==> run_1/layer_met2.png <==
The bar under the picture is 50 um long. Cells faint in the background.
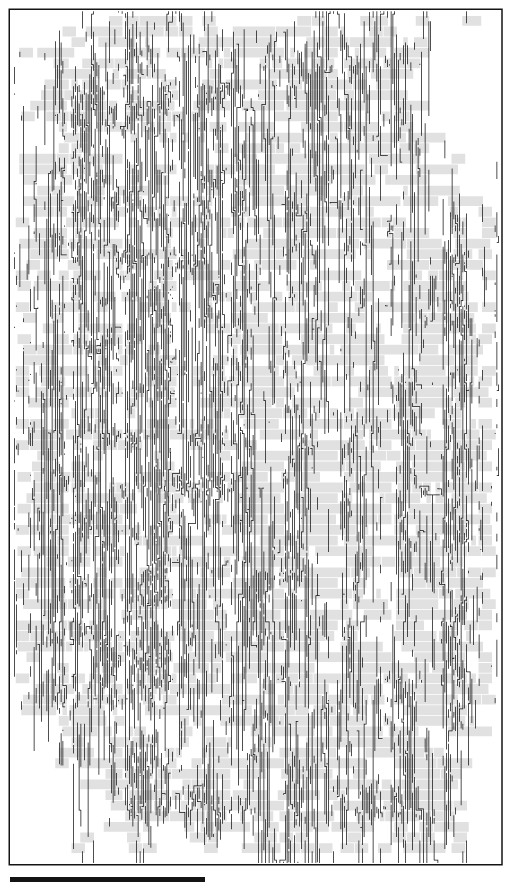
==> run_1/layer_met1.png <==
The bar under the picture is 50 um long. Supply wires on this layer in grey. Cells faint in the background.
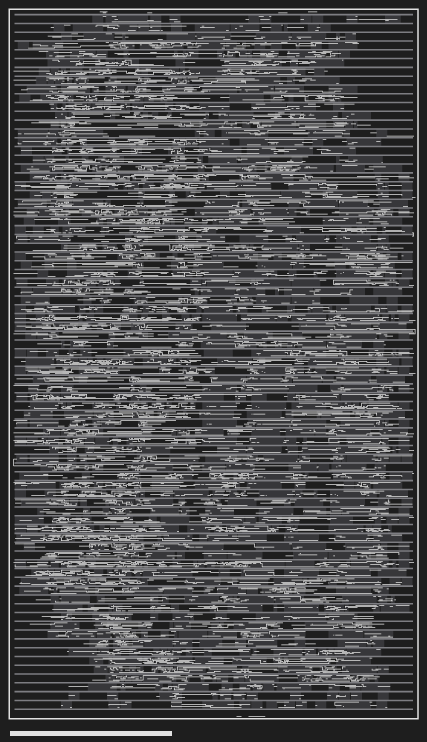
==> run_1/congestion.png <==
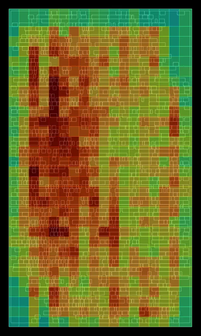
## src/rtl/cpu_pkg.sv

```systemverilog
// Shared types and constants for the MIPS fetch front end.
package cpu_pkg;

  localparam logic [31:0] RESET_VECTOR_DEFAULT = 32'hBFC0_0000;

  typedef struct packed {
    logic [31:0] pc;
    logic [31:0] word;
  } fetch_entry_t;

  typedef enum logic [1:0] {
    IDLE,
    REQ,
    DRAIN,
    HALT
  } fetch_state_t;

endpackage

```

## src/rtl/fetch_buf.sv

```systemverilog
// Fetch buffer: small synchronous FIFO of {pc, word} with a registered head.
// Flush wins over push and pop; a push into an empty buffer is visible at the head next cycle.
module fetch_buf
  import cpu_pkg::*;
#(
  parameter int unsigned BUF_DEPTH = 2
) (
  input  logic                       clk,
  input  logic                       reset_n,
  input  logic                       i_push,
  input  fetch_entry_t               i_push_entry,
  input  logic                       i_pop,
  input  logic                       i_flush,
  output logic                       o_full,
  output logic [$clog2(BUF_DEPTH):0] o_count,
  output logic                       o_head_valid,
  output fetch_entry_t               o_head
);

  localparam int unsigned AW = $clog2(BUF_DEPTH);
  localparam int unsigned CW = AW + 1;
  localparam logic [CW-1:0] DEPTH_C = CW'(BUF_DEPTH);

  fetch_entry_t  r_mem [BUF_DEPTH];
  logic [AW-1:0] r_rd_ptr;
  logic [AW-1:0] r_wr_ptr;
  logic [CW-1:0] r_count;
  logic          r_head_valid;
  fetch_entry_t  r_head;

  logic          w_push;
  logic          w_pop;
  logic [CW-1:0] w_count_next;
  logic [AW-1:0] w_rd_next;
  logic          w_head_from_push;

  always_comb begin
    w_pop            = i_pop && r_head_valid && !i_flush;
    w_push           = i_push && ((r_count != DEPTH_C) || w_pop) && !i_flush;
    w_count_next     = r_count + CW'(w_push) - CW'(w_pop);
    w_rd_next        = r_rd_ptr + AW'(w_pop);
    // The new head is the entry being pushed only when the buffer drains to empty this cycle.
    w_head_from_push = w_push && (r_count == CW'(w_pop));
  end

  always_ff @(posedge clk or negedge reset_n) begin
    if (!reset_n) begin
      r_rd_ptr     <= '0;
      r_wr_ptr     <= '0;
      r_count      <= '0;
      r_head_valid <= 1'b0;
      r_head       <= '0;
    end else if (i_flush) begin
      r_rd_ptr     <= '0;
      r_wr_ptr     <= '0;
      r_count      <= '0;
      r_head_valid <= 1'b0;
    end else begin
      r_rd_ptr     <= w_rd_next;
      r_wr_ptr     <= r_wr_ptr + AW'(w_push);
      r_count      <= w_count_next;
      r_head_valid <= (w_count_next != '0);
      if (w_count_next != '0) begin
        r_head <= w_head_from_push ? i_push_entry : r_mem[w_rd_next];
      end
    end
  end

  always_ff @(posedge clk) begin
    if (w_push) begin
      r_mem[r_wr_ptr] <= i_push_entry;
    end
  end

  assign o_full       = (r_count == DEPTH_C);
  assign o_count      = r_count;
  assign o_head_valid = r_head_valid;
  assign o_head       = r_head;

endmodule

```

## src/rtl/instr_fetch.sv

```systemverilog
// Instruction-fetch initiator: sequential Avalon-MM word reads into a fetch buffer,
// with redirect, in-flight drain and sticky halt on redirect to address 0.
module instr_fetch
  import cpu_pkg::*;
#(
  parameter logic [31:0] RESET_VECTOR = RESET_VECTOR_DEFAULT,
  parameter int unsigned BUF_DEPTH    = 2
) (
  input  logic        clk,
  input  logic        reset_n,
  output logic [31:0] avm_address,
  output logic        avm_read,
  input  logic        avm_waitrequest,
  input  logic [31:0] avm_readdata,
  output logic        instr_valid,
  input  logic        instr_ready,
  output logic [31:0] instr,
  output logic [31:0] instr_pc,
  input  logic        redirect_valid,
  input  logic [31:0] redirect_pc,
  output logic        halted
);

  localparam int unsigned CW = $clog2(BUF_DEPTH) + 1;
  localparam logic [CW-1:0] DEPTH_C    = CW'(BUF_DEPTH);
  localparam logic [CW-1:0] DEPTH_M1_C = CW'(BUF_DEPTH - 1);
  localparam logic [31:0]   RESET_PC   = RESET_VECTOR & 32'hFFFF_FFFC;

  fetch_state_t  r_state;
  logic [31:0]   r_fetch_pc;
  logic [31:0]   r_avm_address;
  logic          r_avm_read;
  logic          r_halted;
  logic          r_boot;

  logic          w_accept;
  logic          w_pop;
  logic          w_push;
  logic          w_full;
  logic [CW-1:0] w_count;
  logic          w_head_valid;
  fetch_entry_t  w_head;
  fetch_entry_t  w_push_entry;
  logic          w_slot_free;
  logic          w_free_after_push;
  logic [31:0]   w_redir_pc;
  logic [31:0]   w_pc_plus4;
  logic [31:0]   w_drain_target;

  always_comb begin
    w_accept          = r_avm_read && !avm_waitrequest;
    w_pop             = w_head_valid && instr_ready;
    w_push            = (r_state == REQ) && w_accept && !redirect_valid;
    w_push_entry      = '{pc: r_fetch_pc, word: avm_readdata};
    w_slot_free       = !w_full || w_pop;
    // Room left once this accepted word lands, counting a same-cycle pop.
    w_free_after_push = (w_count < DEPTH_M1_C) || (w_pop && (w_count < DEPTH_C));
    w_redir_pc        = redirect_pc & 32'hFFFF_FFFC;
    w_pc_plus4        = r_fetch_pc + 32'd4;
    w_drain_target    = redirect_valid ? w_redir_pc : r_fetch_pc;
  end

  fetch_buf #(
    .BUF_DEPTH(BUF_DEPTH)
  ) u_fetch_buf (
    .clk          (clk),
    .reset_n      (reset_n),
    .i_push       (w_push),
    .i_push_entry (w_push_entry),
    .i_pop        (w_pop),
    .i_flush      (redirect_valid),
    .o_full       (w_full),
    .o_count      (w_count),
    .o_head_valid (w_head_valid),
    .o_head       (w_head)
  );

  always_ff @(posedge clk or negedge reset_n) begin
    if (!reset_n) begin
      r_state       <= IDLE;
      r_fetch_pc    <= RESET_PC;
      r_avm_address <= RESET_PC;
      r_avm_read    <= 1'b0;
      r_halted      <= 1'b0;
      r_boot        <= 1'b1;
    end else begin
      r_boot <= 1'b0;
      case (r_state)
        IDLE: begin
          if (redirect_valid) begin
            r_fetch_pc <= w_redir_pc;
            if (w_redir_pc == '0) begin
              r_state  <= HALT;
              r_halted <= 1'b1;
            end else begin
              r_state       <= REQ;
              r_avm_read    <= 1'b1;
              r_avm_address <= w_redir_pc;
            end
          end else if (r_boot && (RESET_PC == '0)) begin
            r_state  <= HALT;
            r_halted <= 1'b1;
          end else if (w_slot_free) begin
            r_state       <= REQ;
            r_avm_read    <= 1'b1;
            r_avm_address <= r_fetch_pc;
          end
        end

        REQ: begin
          if (redirect_valid) begin
            r_fetch_pc <= w_redir_pc;
            if (avm_waitrequest) begin
              r_state <= DRAIN;
            end else if (w_redir_pc == '0) begin
              r_state    <= HALT;
              r_avm_read <= 1'b0;
              r_halted   <= 1'b1;
            end else begin
              r_avm_address <= w_redir_pc;
            end
          end else if (w_accept) begin
            r_fetch_pc <= w_pc_plus4;
            if (w_free_after_push) begin
              r_avm_address <= w_pc_plus4;
            end else begin
              r_state    <= IDLE;
              r_avm_read <= 1'b0;
            end
          end
        end

        // Old request stays on the bus until accepted; its data is dropped.
        DRAIN: begin
          r_fetch_pc <= w_drain_target;
          if (w_accept) begin
            if (w_drain_target == '0) begin
              r_state    <= HALT;
              r_avm_read <= 1'b0;
              r_halted   <= 1'b1;
            end else begin
              r_state       <= REQ;
              r_avm_address <= w_drain_target;
            end
          end
        end

        HALT: begin
          r_avm_read <= 1'b0;
          r_halted   <= 1'b1;
        end

        default: begin
          r_state    <= IDLE;
          r_avm_read <= 1'b0;
        end
      endcase
    end
  end

  assign avm_address = r_avm_address;
  assign avm_read    = r_avm_read;
  assign instr_valid = w_head_valid;
  assign instr       = w_head.word;
  assign instr_pc    = w_head.pc;
  assign halted      = r_halted;

endmodule

```

## config.mk

```make
export PLATFORM = sky130hd
export DESIGN_NAME = instr_fetch
export DESIGN_NICKNAME = d
export VERILOG_FILES = /design/src/rtl/cpu_pkg.sv /design/src/rtl/fetch_buf.sv /design/src/rtl/instr_fetch.sv
export SDC_FILE = /design/constraint.sdc
export NUM_CORES = 1
export LEC_CHECK = 0
export CAP_MARGIN = 10
export CORE_ASPECT_RATIO = 1.75
export CORE_MARGIN = 1
export CORE_UTILIZATION = 50
export DETAILED_ROUTE_END_ITERATION = 6
export PLACE_DENSITY_LB_ADDON = 0.25
export SLEW_MARGIN = 25
export SYNTH_ARGS = -nofsm -noshare
export SYNTH_HDL_FRONTEND = slang
export SYNTH_HIERARCHICAL = 1
export SYNTH_SLANG_ARGS = --single-unit
```

## constraint.sdc

```tcl
create_clock -name clk -period 3.9 [get_ports clk]
set_input_delay 0.585 -clock clk [delete_from_list [all_inputs] [get_ports clk]]
set_output_delay 0.585 -clock clk [all_outputs]
set_load 0.05 [all_outputs]
```

==> notes.md, run 1 <==
The flow run is done. Total of cells resized after clock tree synthesis landed at 0. Final hold analysis gives a worst-case slack of 0.0992 ns. Arrival time at the worst endpoint landed at 3.49 ns.

Yosys reports that the most numerous cell types are sky130_fd_sc_hd__edfxtp_1, sky130_fd_sc_hd__dfrtp_1, sky130_fd_sc_hd__nand2_1. In this run the post-CTS setup repair buffer count came out at 0. Total power normalized to cell area comes to 796 nW/um^2. The initial antenna violation count is 0. At the placement stage, the worst setup path has a slack of around 0.36 ns. The end-of-flow timing check tallies setup violations at 0. Sequential share of the synthesized area landed at 0.542.

The number of antenna diodes in the final layout is 0. Maximum frequency from static timing analysis landed at 325 MHz. The final timing report gives a worst setup slack of about 0.8 ns. Per the slew report, the remaining headroom to the max-slew limit stands at 0.332. Number of levels in the clock H-tree landed at 1.

The capture point of the worst register-to-register path is recorded as avm_address[0]$_DFFE_PN0P_. Clock net sink count landed at roughly 270. The violation tally recorded at the end of detailed-routing iteration 0 is 962. Finished layout cell area landed at 16200 sq um.

For the worst setup path, the data required time is between 4 and 5 ns. Post-detailed-placement half-perimeter wirelength landed at 27700 um. Final weighted congestion in routability-driven placement landed at 1.01. Among all flip-flop cells after synthesis, the most frequent one is sky130_fd_sc_hd__edfxtp_1. The critical path in this run is classified as in2reg. Horizontal die dimension landed at 126 um.

Per the detail_route log, met3 wirelength is 2110 um. Cell total in the yosys stat output landed at 1219. In the floorplan report the effective utilization is 0.508. Area growth from synthesis to layout landed at 20.7%. The worst-case IR drop observed on VDD is roughly 580 uV.

The cell sequence reported for the critical path is clkdlybuf4s50_1 > nor4_1 > nand4_1 > buf_4 > or2_4 > a22o_1 > a211oi_2 > mux2_1. Fraction of layout instances using a drive strength above 1 landed at 0.109. Setup TNS landed at 0 ns. Subtracting the final worst setup slack from the clock period gives ~3.1 ns. First-pass GRT wire length landed at 63300 um.

In this run, synthesis inferred 128 flip-flops with an integrated enable. Yosys instantiated no cell more often than sky130_fd_sc_hd__edfxtp_1. After global routing the overflow that remains totals 0. STA classifies the critical path endpoint as a flip-flop.

For the worst flop-to-flop path, the logic depth is 7. The stage logs contain a warning count of 35. Row count landed at 79.

Number of global-route vias before repair landed at around 11k. The synthesized netlist has a Yosys-reported chip area of 13500 sq um. The highest layer touched by signal routing is met4. Max-slew violation count landed at 0. Clock-pin transition on the worst setup and hold timing paths landed at 0.07 ns. Minimum setup slack among reg-to-reg paths landed at a little under 1 ns. Maximum cell stage delay along the critical path landed at 0.66 ns. The final timing report lists a hold violation count of 0. Post-route DRC violation count landed at 0.

Yosys warning tally landed at 6. Setup repair after global routing left no endpoint under its margin. The final power report lists total power as approximately 0.013 W. Counting every instance in the synthesized netlist gives around 1.2k.

STA lists the maximum fanout along the critical path as 5. Number of input and output port buffers inserted landed at about 170. Counting flops with an async set or reset pin after synthesis yields a share of 0.517. Tracing the worst setup path back leads to its startpoint at redirect_pc[26].

Per the detail_route log, met2 wirelength is 20600 um. Final antenna-violating net count landed at 0. For this design, the slowest cell found on the critical path is sky130_fd_sc_hd__nor4_1. The global routing report lists met3 layer usage as 0.0319. Synthesized netlist net count landed at around 1.3k. A synthesized cell averages 11.0 sq um. Average wire length per cell after detail routing landed at 24.3 um. Entering global routing, the biggest net connects ~100 pins. Pin placement for this block handled 168 I/O pins.

Per the OpenROAD floorplan log, the height of the die is about 220 um. Between clock sinks in the finished design, the worst skew comes to 0.0170 ns. CTS buffer count landed at 25. Sorting the synthesized cells by area gives the leading types as sky130_fd_sc_hd__edfxtp_1, sky130_fd_sc_hd__dfrtp_1, sky130_fd_sc_hd__mux2i_1. The first detailed-routing pass took 6 iterations. Per the CTS log, the root buffer master is sky130_fd_sc_hd__clkbuf_16.

Maximum clock path buffer count landed at 3. The most common logic cells in the final layout are sky130_fd_sc_hd__clkdlybuf4s50_1, sky130_fd_sc_hd__edfxtp_1, sky130_fd_sc_hd__dfrtp_1, sky130_fd_sc_hd__nand2_1, sky130_fd_sc_hd__nand4_1. The script logs the ratio of routed vias to standard cells as roughly 6.5. In the final routing, the length of wire on met1 measures between 15000 and 20000 um. Slew at the pin closest to its max-slew limit landed at 1.00 ns. The placed instances occupy a cell area of 15400 sq um. The flow ran to the end, and the final reports show no timing, DRC or antenna violations. met2 is the most crowded layer.

Insertion delay to the later sink of the worst-skew pair landed at 0.54 ns. Number of maximum-capacitance violations landed at 0. TritonCTS built the clock tree.

Flop and latch count out of synthesis landed at 265. The top cell type in the final layout, fill and taps aside, is sky130_fd_sc_hd__clkdlybuf4s50_1. The startpoint identified for the worst register-to-register timing path is r_fetch_pc[10]$_DFFE_PN0P_. The biggest area contributor in the post-synthesis netlist is sky130_fd_sc_hd__edfxtp_1. The post-CTS hold buffer count recorded in the log is 0. Area of the core landed at ~26000 sq um. Number of instances in the placed design landed at 1641. Final instance count without filler cells landed at 1687. Number of distinct library cell variants in the gate-level netlist after synthesis landed at 86. Summing every instance area after synthesis gives 13500 sq um. At the end of the flow, the number of nets in the layout was 1422. The overall die size recorded for this design is around 28000 sq um. STA classifies the critical path startpoint as an input pin. The type recorded for the worst min-delay path is in2async. The share of synthesized area in the top cell type comes to 0.286. Leakage power landed at 6.35 nW. In the finished design, the share of the clock period the worst path needs comes to 0.789.
Notes on layer_met2.png above:
- longest straight run: 84.7 um
- wire length on this layer: 20.6 mm
Post-Route WL: 41000 um
Vias: 11.0k
grt met2 use: 0.514

Notes on layer_met1.png above:
- main direction: horizontal
- wire length on this layer: 15700 um
- nets with wire on the layer: 1289
met1 usage in global routing: 0.358

Notes on congestion.png above:
final core utilization: 0.613
Total Routing Usage GR: 0.299

## run 1: logic make-up (layout without fill, tap and decap cells)
group,after synthesis,count (layout),share of synthesized area
fa+ha+maj,9,9,0.00837
buf+inv,134,278,0.0504
flops,265,265,0.542
xor+xnor,16,16,0.0115
simple gates,398,398,0.159
mux,99,99,0.0750
compound gates,298,298,0.154
## run 1: worst max-delay path: cells and delay by family
family	cells	cell delay [ns]
and+or+nand+nor	3	1.19
buffers and inverters	2	0.85
AOI/OAI and AO/OA	2	0.51
muxes	1	0.35
## run 1: sequential cells by signal, indices dropped and copies added (netlist names)
signal and cells:
avm_read 1, avm_address 32, u_fetch_buf/o_head 64, u_fetch_buf/o_head_valid 1
u_fetch_buf/r_wr_ptr 1, u_fetch_buf/o_count 2, r_state 2, halted 1
u_fetch_buf/r_mem 128, u_fetch_buf/r_rd_ptr 1, r_fetch_pc 32
## run 1: power by group
part	total, W	switching [W]	internal, W
Clock	0.00243	0.00107	0.00136
Sequential	0.00474	0.000962	0.00377
Combinational	0.00576	0.00373	0.00203
## run 1: how the worst max path moves through the flow
| stage | slack [ns] | endpoint | cells after the start |
|---|---|---|---|
| floorplan | -0.03 | u_fetch_buf/r_mem[1][0]$_DFFE_PP_ | 8 |
| global placement | 0.34 | avm_address[4]$_DFFE_PN0P_ | 7 |
| detailed placement | 0.36 | r_state[1]$_DFFE_PN0P_ | 8 |
| CTS | 0.93 | r_state[1]$_DFFE_PN0P_ | 8 |
| global route | 0.83 | u_fetch_buf/o_head[13]$_DFFE_PN0P_ | 10 |
| finish | 0.82 | r_state[1]$_DFFE_PN0P_ | 8 |
## run 1: area by class of cell
class	instances	area, sq um
fillers	2183	10200
flip-flops and latches	265	7290
multi-input cells	820	5530
repair buffers	213	2140
clock buffers	32	672
well taps	324	405
clock inverters	14	140
inverters	19	71.3
==> run_1/sizes.png <==
The bar under the picture is 50 um long.
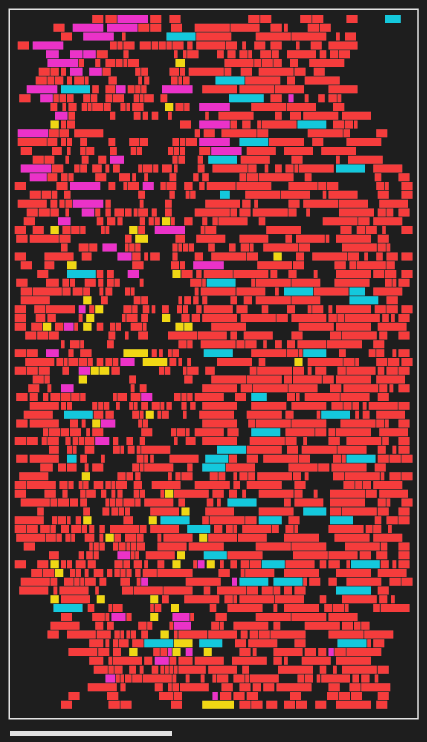

==> run 2: changes to the inputs <==
clock period = 2.8 ns   (was 3.9 ns; I/O delays follow)
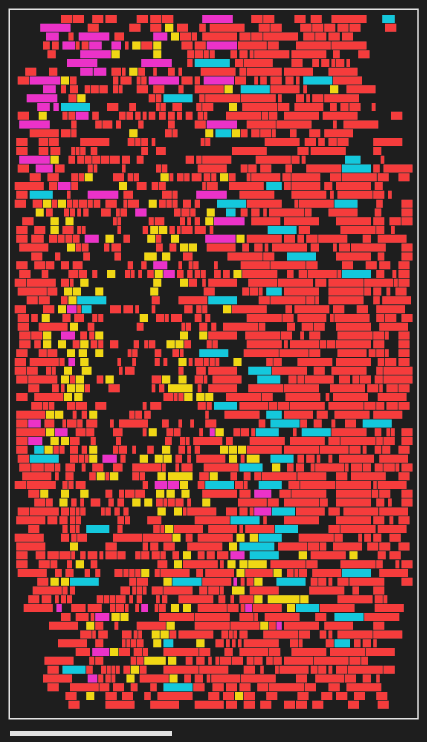
(run_2/sizes.png)
The bar under the picture is 50 um long.
- _3 and _4 cells: yellow (cells 171; share 11%; most used buf_4)
- _6 and larger: cyan (cells 53; share 3.6%; most used clkbuf_16)
- _2 cells: magenta (cells 56; share 3.8%; most used dfstp_2)
- _0 and _1 cells: red (cells 1211; share 81%; most used clkdlybuf4s50_1)
PnR worst setup slack: 0.116 ns
count of buffers not belonging to the clock network in the layout: 341

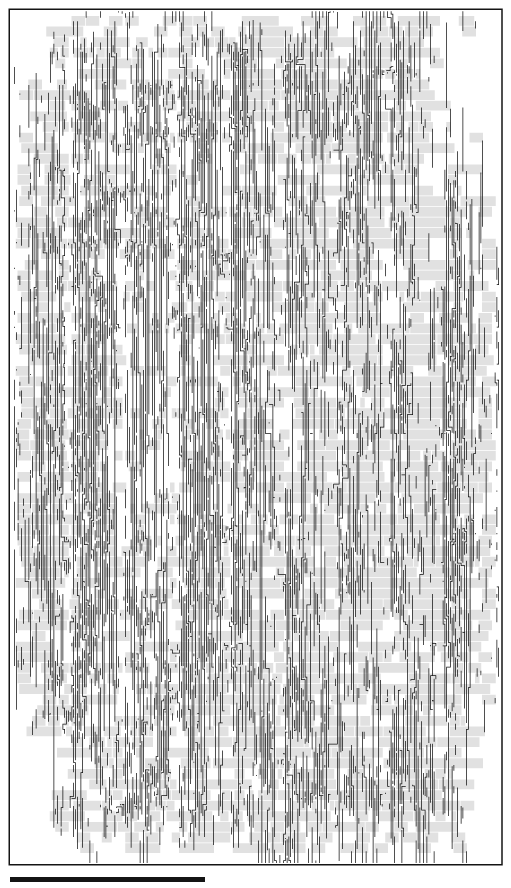
(run_2/layer_met2.png)
The bar under the picture is 50 um long. Cells faint in the background.
- share of all routed wire: 52%
- nets with wire on the layer: 1292
- longest straight run: 109 um
Vias: 11.3k
Post-Route WL: 42800 um

==> notes.md, run 2 <==
The flow run is done. Area of the core landed at between 20000 and 30000 sq um. Per the synthesis report, the number of distinct cell types is 86. Setup violations remaining at the end of the flow were counted as 0. Proportion of netlist area held by the largest area contributor landed at 0.286.

Flop and latch count out of synthesis landed at 265. In the final design database the tool counted between 1.5k and 2k nets. Logic depth of the worst setup path including buffers landed at 10. The run finished with clean final reports. Final antenna-violating net count landed at 0.

Maximum cell stage delay along the critical path landed at 0.41 ns. After floorplanning, the die was sized to cover 27600 sq um. Total cell area reported by yosys after synthesis landed at 13500 sq um. Final weighted congestion in routability-driven placement landed at 0.968. Looking at the gate-level netlist, the highest instance count belongs to sky130_fd_sc_hd__edfxtp_1. Per the placement report, the placed cell count is 1767. In the final layout, the share of cells above drive strength 1 is 0.188. The worst register-to-register path has a depth of 10. In the final report, the number of hold violations comes to 0.

Synthesis produced 1219 cells. Looking at the max-slew report, the worst-margin pin has a slew of a little under 0.9 ns. Cell area after technology mapping landed at 13500 sq um.

Max-slew violation count landed at 0. Yosys warning tally landed at 6. Among all flip-flop cells after synthesis, the most frequent one is sky130_fd_sc_hd__edfxtp_1. Post-route clock skew landed at 0.0124 ns. In the layout the commonest cells are sky130_fd_sc_hd__clkdlybuf4s50_1, sky130_fd_sc_hd__buf_4, sky130_fd_sc_hd__edfxtp_1, sky130_fd_sc_hd__dfrtp_1, sky130_fd_sc_hd__nand2_1. IR analysis of the VDD net gives a maximum drop of 730 uV.

Met2 track utilization from global routing landed at 0.563. After detailed placement, the total cell area comes to 16400 sq um. TritonCTS built the clock tree. The initial utilization of the core area, before any placement, comes to 0.508. The initial antenna violation count was 0. Horizontal die dimension landed at approximately 130 um. Post-detailed-route via-to-cell ratio landed at 6.24.

168 I/O pins were placed. The critical path in this run is classified as reg2reg. The worst hold path belongs to the class in2reg. The flow measured a signed area growth from synthesis to layout of 28.7%. Post-route DRC violation count landed at 0. Residual overflow from global routing landed at 0.

The report lists the power per cell area as 1090 nW/um^2. Number of flip-flops under the largest register name landed at about 130. Listed in order, past its start point the critical path passes inv_1 > ha_2 > nor3b_4 > and3_4 > ha_1 > xor3_1 > or2_2 > buf_4 > nand4_1 > o211ai_1. Per the post-place timing report, worst setup slack is -0.201 ns.

According to the report, the first pass of detailed routing completed in 5 iterations. A synthesized cell averages 11.0 sq um. Synthesized netlist net count landed at 1297.

Minimum period implied by the final worst setup slack landed at approximately 2.7 ns. Post-detailed-placement half-perimeter wirelength landed at 30600 um. The count of buffers added on input and output ports is 165. Number of levels in the clock H-tree landed at 1. Final period utilization landed at 0.959. Minimum setup slack among reg-to-reg paths landed at ~0.12 ns. Across every metal layer, demand over resource in global routing totals 0.318.

DRC violation total after the first TritonRoute iteration landed at 728. Setup TNS landed at 0 ns. Arrival time at the worst endpoint landed at between 3 and 4 ns. Buffer-and-inverter tally for the worst setup path landed at 2. The cell sitting at the root of the clock tree is a sky130_fd_sc_hd__clkbuf_16.

Die height landed at 219 um. According to the floorplan log, the row count is 79. Sequential share of the synthesized area landed at 0.542. In the hold timing report, the worst path depth is 4. Clock-pin transition on the worst setup and hold timing paths landed at 0.07 ns. STA classifies the critical path endpoint as a flip-flop. Cell total in the yosys stat output landed at 1219.

Antenna diode count landed at 0. Maximum clock path buffer count landed at 3. Required time of the critical path landed at 3.19 ns. The global routing stage identified its most utilized layer as met2.

More flip-flops sit in one register than any other, and that register is u_fetch_buf/r_mem. In this run the static leakage power is 7.03 nW. Number of global-route vias before repair landed at roughly 12k. Counting only logic cells after layout, the most numerous master is sky130_fd_sc_hd__clkdlybuf4s50_1. The final report gives the core utilization as 0.654. Per the STA report, the cell with the highest stage delay on the worst path is sky130_fd_sc_hd__dfrtp_1. Worst hold slack across all endpoints landed at 0.363 ns. Global-route track usage on met1 landed at 0.368. The first global-routing pass estimated 66800 um of wire. The global routing report lists met3 layer usage as 0.0280. Average wire length per cell after detail routing landed at roughly 24 um. CTS buffer count landed at 25. Critical-path maximum fanout landed at 11. Sorting the synthesized cells by how often they occur yields sky130_fd_sc_hd__edfxtp_1, sky130_fd_sc_hd__dfrtp_1, sky130_fd_sc_hd__nand2_1. STA classifies the critical path startpoint as a flip-flop. Finished layout cell area landed at 17300 sq um. Number of maximum-capacitance violations landed at 0. Post-route total power landed at 0.0188 W. The tool warning count for the run is 33.

Clock net sink count landed at 265. Yosys attributes the largest share of cell area to sky130_fd_sc_hd__edfxtp_1, sky130_fd_sc_hd__dfrtp_1, sky130_fd_sc_hd__mux2i_1. Entering global routing, the biggest net connects 67 pins. Timing would allow up to 373 MHz.

Final instance count without filler cells landed at 1815. In this run, synthesis inferred 128 flip-flops with an integrated enable. Of all cell types, the one taking the most synthesized area is sky130_fd_sc_hd__edfxtp_1. Proportion of synthesized flip-flops having asynchronous set or reset landed at 0.517. Remaining max-slew budget at the tightest pin landed at 0.422. Insertion delay to the later sink of the worst-skew pair landed at 0.53 ns. Setup repair after global routing left no endpoint under its margin. The kind of cell with the highest combined delay along the critical path is simple AND/OR/NAND/NOR gates.
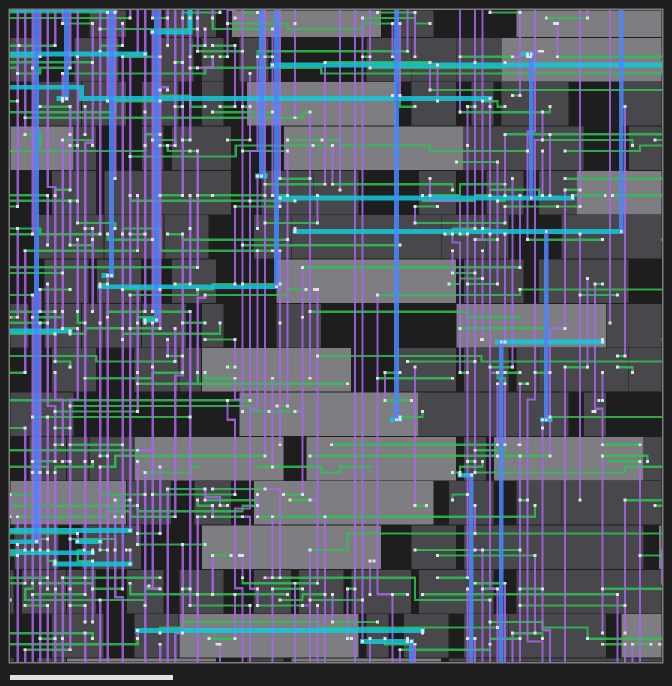
(run_2/detail.png)
The bar under the picture is 10 um long. Region (43, 46) to (83, 86) um. Cells in grey, sequential cells in the stronger grey; small squares are vias.
- metal 4: blue
- metal 1: green
- metal 2: purple
- metal 3: cyan
- cells with their middle in the window: 105
- most frequent: buf_4 (26), nor2_1 (9)
- sequential cells in the window: 16
- netlist names of flops here include: u_fetch_buf/r_mem (8), r_fetch_pc (5), u_fetch_buf/o_head (2)

[run 2: cell type report]
| class | count | area, sq um |
|---|---|---|
| clock buffers | 33 | 716 |
| clock inverters | 13 | 130 |
| repair buffers | 341 | 3160 |
| multi-input cells | 820 | 5540 |
| well taps | 324 | 405 |
| fillers | 2139 | 9170 |
| flip-flops and latches | 265 | 7290 |
| inverters | 19 | 71.3 |
[run 2: final timing paths]
path | startpoint | endpoint
max | r_state[1]$_DFFE_PN0P_ | u_fetch_buf/o_head[7]$_DFFE_PN0P_
min | redirect_valid | r_fetch_pc[11]$_DFFE_PN0P_
max reg2reg | r_state[1]$_DFFE_PN0P_ | u_fetch_buf/o_head[7]$_DFFE_PN0P_
min reg2reg | halted$_DFFE_PN0P_ | halted$_DFFE_PN0P_
max in group asynchronous | reset_n | avm_address[23]$_DFFE_PN1P_
min in group asynchronous | reset_n | u_fetch_buf/o_head[3]$_DFFE_PN0P_
[run 2: kinds of logic (layout without fill, tap and decap cells)]
group	count (synthesis)	count (layout)	share of synthesized area
and+or+nand+nor	398	398	0.159
AOI/OAI and AO/OA	298	298	0.154
DFF	265	265	0.542
buffers and inverters	134	406	0.0504
muxes	99	99	0.0750
xor gates and xnor gates	16	16	0.0115
adders and majority gates	9	9	0.00837
[run 2: repair_timing]
item | CTS | global route
resized | 0 | 3
hold endpoints to repair | 44 | 0
hold buffers | 1 | 0
endpoints found under the setup margin | 0 | 50
buffers inserted | 0 | 1
[run 2: routing by layer]
layer  wire length [um]  part of all wire  up-vias
li1                   -                 -     5193
met1              15900              0.37     5582
met2              22100              0.52      442
met3               1970             0.046      116
met4               2850             0.067        0
met5                  0                 0        -
[run 2: where the power goes]
part | switching (W) | internal, W
combinational | 0.00582 | 0.00336
clock | 0.00148 | 0.00200
sequential | 0.000916 | 0.00526
==> run_2/congestion.png <==
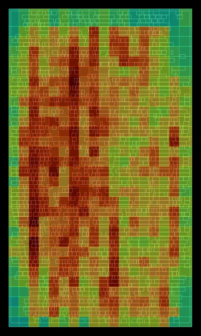

==> run 3: changes to the inputs <==
CORE_UTILIZATION = 51   (was 50)
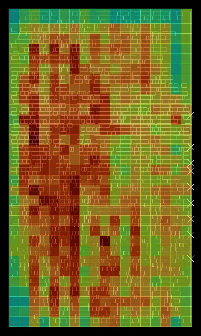
(run_3/congestion.png)
met3 Usage GRT: 0.0332
routed length per instance: 23.4 um

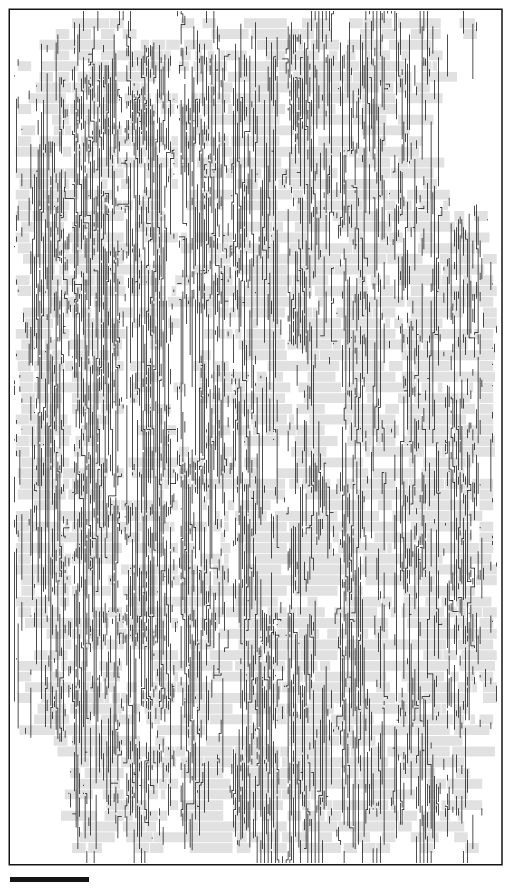
(run_3/layer_met2.png)
The bar under the picture is 20 um long. Cells faint in the background.
- share of all routed wire: 50%
- wire length on this layer: 20.9 mm
- longest straight run: 80.4 um
- nets with wire on the layer: 1282
- main direction: vertical
grt met2 use: 0.536
Vias: 11.4k
Post-Route WL: 42100 um

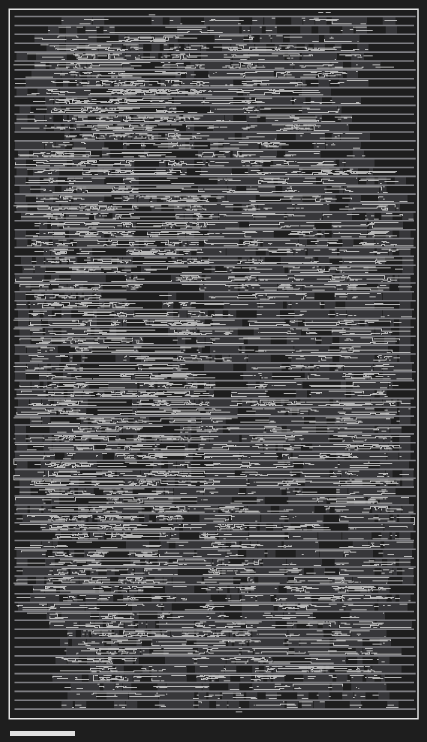
(run_3/layer_met1.png)
The bar under the picture is 20 um long. Supply wires on this layer in grey. Cells faint in the background.
- nets with wire on the layer: 1389
- longest straight run: 33.6 um
- share of all routed wire: 37%
- main direction: horizontal
- wire length on this layer: 15600 um
met1 usage in global routing: 0.374

==> notes.md, run 3 <==
The flow run is done. Among cell families on the critical path, the largest total delay comes from simple AND/OR/NAND/NOR gates. Setup violations remaining at the end of the flow were counted as 0. Number of input and output port buffers inserted landed at between 150 and 200. Row count landed at 78. For this run, the chip area from Yosys synthesis comes to ~13000 sq um. After synthesis, the netlist uses 86 different library cells.

CTS buffer count landed at 24. The largest total area in the synthesized netlist belongs to sky130_fd_sc_hd__edfxtp_1. For the worst reg-to-reg path, the startpoint reported by OpenROAD is r_state[1]$_DFFE_PN0P_. In this run the number of H-tree levels came out at 1. Of the post-synthesis cell area, the dominant cell type holds 0.286.

The register with the most flip-flops in the layout has 128 of them. Remaining max-slew budget at the tightest pin landed at 0.430. The detailed router finished its first iteration with between 700 and 800 violations. Filler cell count landed at approximately 2.0k.

Proportion of synthesized flip-flops having asynchronous set or reset landed at 0.517. Per the GRT congestion report, total overflow comes to 0. Total cell area at the placement stage landed at between 15000 and 20000 sq um. Worst setup slack after placement landed at -0.220 ns.

Final worst-path setup slack landed at 0.109 ns. Number of instances in the placed design landed at 1750. The script reports the combined buffer and inverter count of the critical path as 2.

Horizontal die dimension landed at 125 um. Flop and latch count out of synthesis landed at 265. The finished layout holds 1795 standard cells, fillers aside.

The largest individual stage delay along the critical path comes from the cell sky130_fd_sc_hd__dfrtp_1. From synthesis to final layout, the design area changed by 28.1%. By instance count after routing, the leading logic cell type is sky130_fd_sc_hd__clkdlybuf4s50_1.

The first global-routing pass estimated approximately 66000 um of wire. Per the run summary, max-cap violations total 0. Ranked by instance count, the synthesized netlist is headed by sky130_fd_sc_hd__edfxtp_1, sky130_fd_sc_hd__dfrtp_1, sky130_fd_sc_hd__nand2_1. Minimum period implied by the final worst setup slack landed at 2.69 ns. Number of flops mapped to enable cells by yosys landed at 128.

Fraction of layout instances using a drive strength above 1 landed at 0.179. In the synthesized netlist, the number of instances is around 1.2k. Initial antenna violation count landed at 0. Part of the power in registers landed at 0.324. The largest single stage delay on the critical path is 0.42 ns.

The flow reports power dissipated in combinational cells as 0.00912 W. Per the summary, power density relative to cell area is between 1000 and 1500 nW/um^2. The run finished, with violations left.

Cell total in the yosys stat output landed at 1219. Combinational power share landed at 0.481. Across all stage logs, warnings added up to 33. After its last routability iteration, the placer logged a weighted congestion of 0.973. Slew at the pin closest to its max-slew limit landed at between 0.8 and 0.9 ns. Post-synthesis mux area share landed at 0.0750. The repair_antennas step left the layout with diodes totalling 0. Tracing the worst setup path back leads to its startpoint at r_state[1]$_DFFE_PN0P_. In this run the worst hold path is classified as in2reg.

Setup TNS landed at 0 ns. Number of hold violations in the final report landed at 0. Area fraction in and, or, nand and nor cells after synthesis landed at 0.159. With fillers left out, the area of the finished cells amounts to 17200 sq um. The checks that failed: design-rule violations.

TritonCTS built the clock tree. After layout, the design draws a total of 0.0189 W. According to the dpl log, the detail-placed design has an HPWL of between 20000 and 30000 um. Net total in the final layout landed at 1535.

Per the OpenROAD power report, switching power amounts to 0.00813 W. The script parses the final routing iteration and logs DRC violations as 18. In the final run the clock tree shows a worst skew of approximately 0.012 ns. Adder and majority cell fraction of the synthesized area landed at 0.00837. In the CTS report, the clock slew at the register clock pins of the worst setup and hold paths is listed as 0.07 ns. Of the total power, the clock network draws 0.195.

Power in the clock group landed at 0.00369 W. Counting flops per register, the top entry is u_fetch_buf/r_mem. Clock tree synthesis selected as its root buffer the cell sky130_fd_sc_hd__clkbuf_16.

Looking at the critical path, the highest net fanout was 56. Counting every sink on the clock net gives 265. The main area contributors are sky130_fd_sc_hd__edfxtp_1, sky130_fd_sc_hd__dfrtp_1, sky130_fd_sc_hd__mux2i_1. Data on the critical path arrives at its endpoint at ~3.1 ns.

Sequential share of the synthesized area landed at 0.542. Across every metal layer, demand over resource in global routing totals 0.316. Sorting the synthesis cell report by count puts at the top sky130_fd_sc_hd__edfxtp_1. Entering global routing, the biggest net connects 67 pins. Insertion delay to the later sink of the worst-skew pair landed at 0.53 ns. Cell count of the worst reg-to-reg path landed at 10. After detailed routing, the number of vias per cell comes to 6.34.

The worst setup path is captured at a flip-flop. Internal power comes to 0.0108 W. Final period utilization landed at 0.961. Looking at the cell usage after synthesis, the top flip-flop cell is sky130_fd_sc_hd__edfxtp_1.

Area of the die landed at 27100 sq um. Worst voltage drop across the vdd grid landed at 869 uV. Required time of the critical path landed at 3.21 ns.

Per the timing report, the achievable frequency comes out to 372 MHz.
-- run 3: cell count changes in the layout (fill, tap and decap cells not counted), moves of 3 or more --
| cell | change |
|---|---|
| sky130_fd_sc_hd__buf_4 | -13 |
| sky130_fd_sc_hd__clkbuf_8 | -4 |
| sky130_fd_sc_hd__bufinv_16 | +4 |
| sky130_fd_sc_hd__inv_6 | -3 |
-- run 3: cell type report --
class / instances / area, sq um / area share
clock buffers: 30 / 664 / 0.0385
clock inverters: 14 / 226 / 0.0131
inverters: 19 / 71.3 / 0.00414
multi-input cells: 820 / 5540 / 0.321
flip-flops and latches: 265 / 7290 / 0.423
well taps: 320 / 400 / 0.0232
repair buffers: 327 / 3040 / 0.177
-- run 3: worst paths after layout --
path                                                       to  slack (ns)
max in group asynchronous          r_fetch_pc[29]$_DFFE_PN1P_        1.54
max reg2reg                u_fetch_buf/o_head[52]$_DFFE_PN0P_        0.11
min                            u_fetch_buf/r_wr_ptr$_DFF_PN0_        0.44
min in group asynchronous   u_fetch_buf/o_head[2]$_DFFE_PN0P_        0.47
max                        u_fetch_buf/o_head[52]$_DFFE_PN0P_        0.11
min reg2reg                                halted$_DFFE_PN0P_        0.47
-- run 3: metal layers --
metal | up-vias | GRT usage | wire length, um
li1 | 5173 | - | -
met1 | 5599 | 0.374 | 15600
met2 | 473 | 0.536 | 20900
met3 | 139 | 0.0332 | 2280
met4 | 0 | 0.235 | 3310
met5 | - | 0 | 0
-- run 3: repair_timing --
action                     in CTS  in global routing
setup buffers                   0                  0
hold endpoints to repair       43                  0
setup endpoints to repair       0                 64
gates resized                   0                  2
hold buffers                    1                  0
-- run 3: worst min-delay path: cells and delay by family --
family	cells	cell delay, ns
buffers and inverters	2	0.39
and+or+nand+nor	1	0.10
Power and IR drop assume default switching activity.
